==> config.mk <==
export PLATFORM = sky130hd
export DESIGN_NAME = hero_write_rx_flat
export DESIGN_NICKNAME = d
export VERILOG_FILES = /design/src/rtl/hero_write_rx_pkg.sv /design/src/rtl/hero_write_rx_if.sv /design/src/rtl/hero_rx_fifo.sv /design/src/rtl/hero_write_rx.sv /design/src/flat_wrapper.sv
export SDC_FILE = /design/constraint.sdc
export NUM_CORES = 1
export LEC_CHECK = 0
export ABC_CLOCK_PERIOD_IN_PS = 6000
export CAP_MARGIN = 5
export CORE_MARGIN = 5
export CORE_UTILIZATION = 40
export CTS_CLUSTER_DIAMETER = 30
export DETAILED_ROUTE_END_ITERATION = 8
export PLACE_DENSITY_LB_ADDON = 0.05
export SLEW_MARGIN = 30
export SYNTH_ARGS = -nofsm -noshare
export SYNTH_HDL_FRONTEND = slang
export SYNTH_HIERARCHICAL = 1
export SYNTH_SLANG_ARGS = --single-unit
==> constraint.sdc <==
create_clock -name clk -period 6 [get_ports clk]
set_input_delay 1.8 -clock clk [delete_from_list [all_inputs] [get_ports clk]]
set_output_delay 1.8 -clock clk [all_outputs]
set_load 0.01 [all_outputs]
### Met4 routing

Supply wires on this layer in grey.
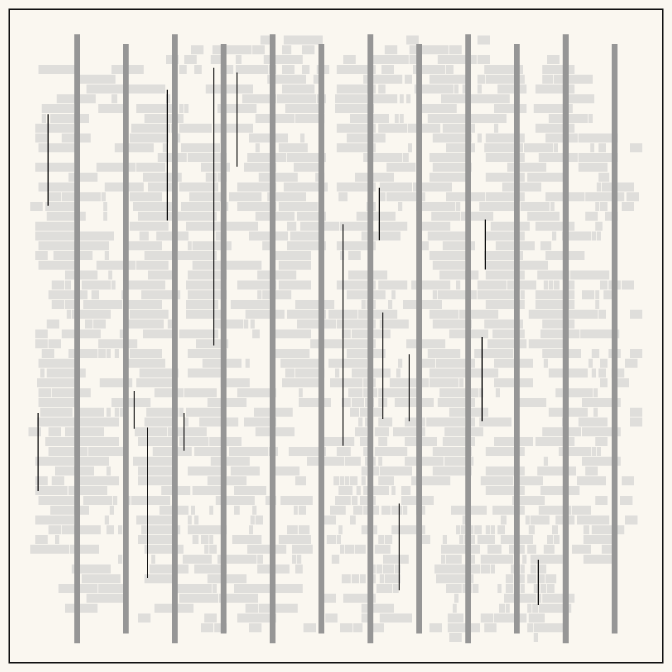
longest straight run = 76.8 um
wire length on this layer = 443 um
nets with wire on the layer = 10
drt total wl: 25010 um
via count: 6214

### Wiring by layer

Scale bar: 50 um.
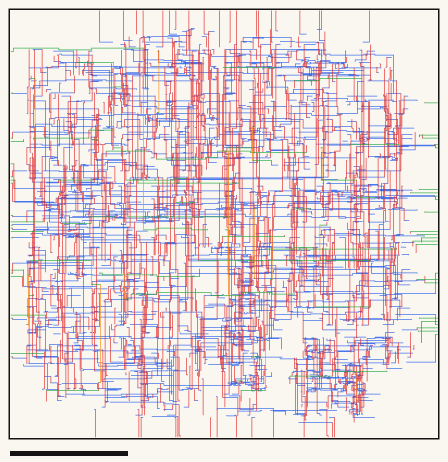
met2 -> red  # wire length 13000 um
met3 -> green  # wire length 1160 um
met4 -> orange  # wire length 443 um
met1 -> blue  # wire length 10400 um
GR Util All Layers: 0.1558
drt wl/cell: 20.31 um

### The metal 3 layer

Scale bar: 50 um.
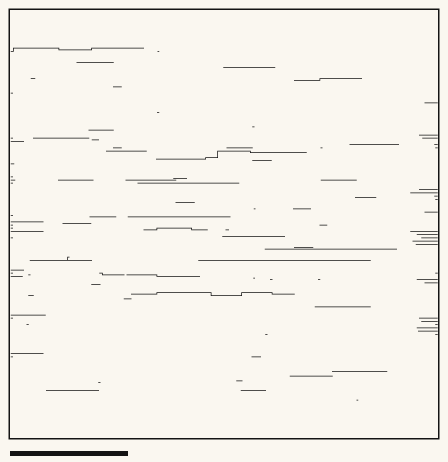
nets with wire on the layer = 67
main direction = horizontal
wire length on this layer = 1160 um
share of all routed wire = 4.6%
longest straight run = 72.7 um
met3 Usage GRT: 0.04122

==> flow_summary.json <==
{
  "io_buffers": 79,
  "pg_clk_mw": 3.79,
  "logic_area_mm2": 0.003023,
  "cts.sinks": 288,
  "grt_start_max_net_pins": 38,
  "drcViolationCount": 0,
  "seq_area_frac": 0.5526,
  "rrSetupSlack_ns": 2.29,
  "reg2reg_depth": 13,
  "seq_cell_count": 288,
  "ant_nets": 0,
  "taps": 384,
  "root_buffer": "clkbuf_16",
  "nonClockInverterCount": 14,
  "synth_area_mm2": 0.01170,
  "antenna_found_initial": 0,
  "clockPowerShare": 0.412,
  "finalNonFillerCells": 1231,
  "clk_latency_ns": 0.54,
  "comb_area_frac": 0.1957,
  "layout.nets": 843,
  "whs_path_depth": 2,
  "gr-total-overflow": 0,
  "wl_met2_um": 13020,
  "run_status": "finished, final reports clean",
  "drv_slew": 0,
  "hpwl_um": 14000,
  "drt_iter0_markers": 433,
  "largest_class": "sequential cells",
  "gp_congestion": 0.7538,
  "max_clock_freq_mhz": 194.5,
  "use_met1": 0.1927,
  "postLayoutCoreUtil": 0.5368,
  "synthCells": 651,
  "grt_busiest_layer": "met2",
  "setup_viol": 0,
  "power.group.top": "clock",
  "io_pins": 80,
  "cts_buffers": 70,
  "vias_per_cell": 5.048,
  "dr.max_layer_used": "met4"
}
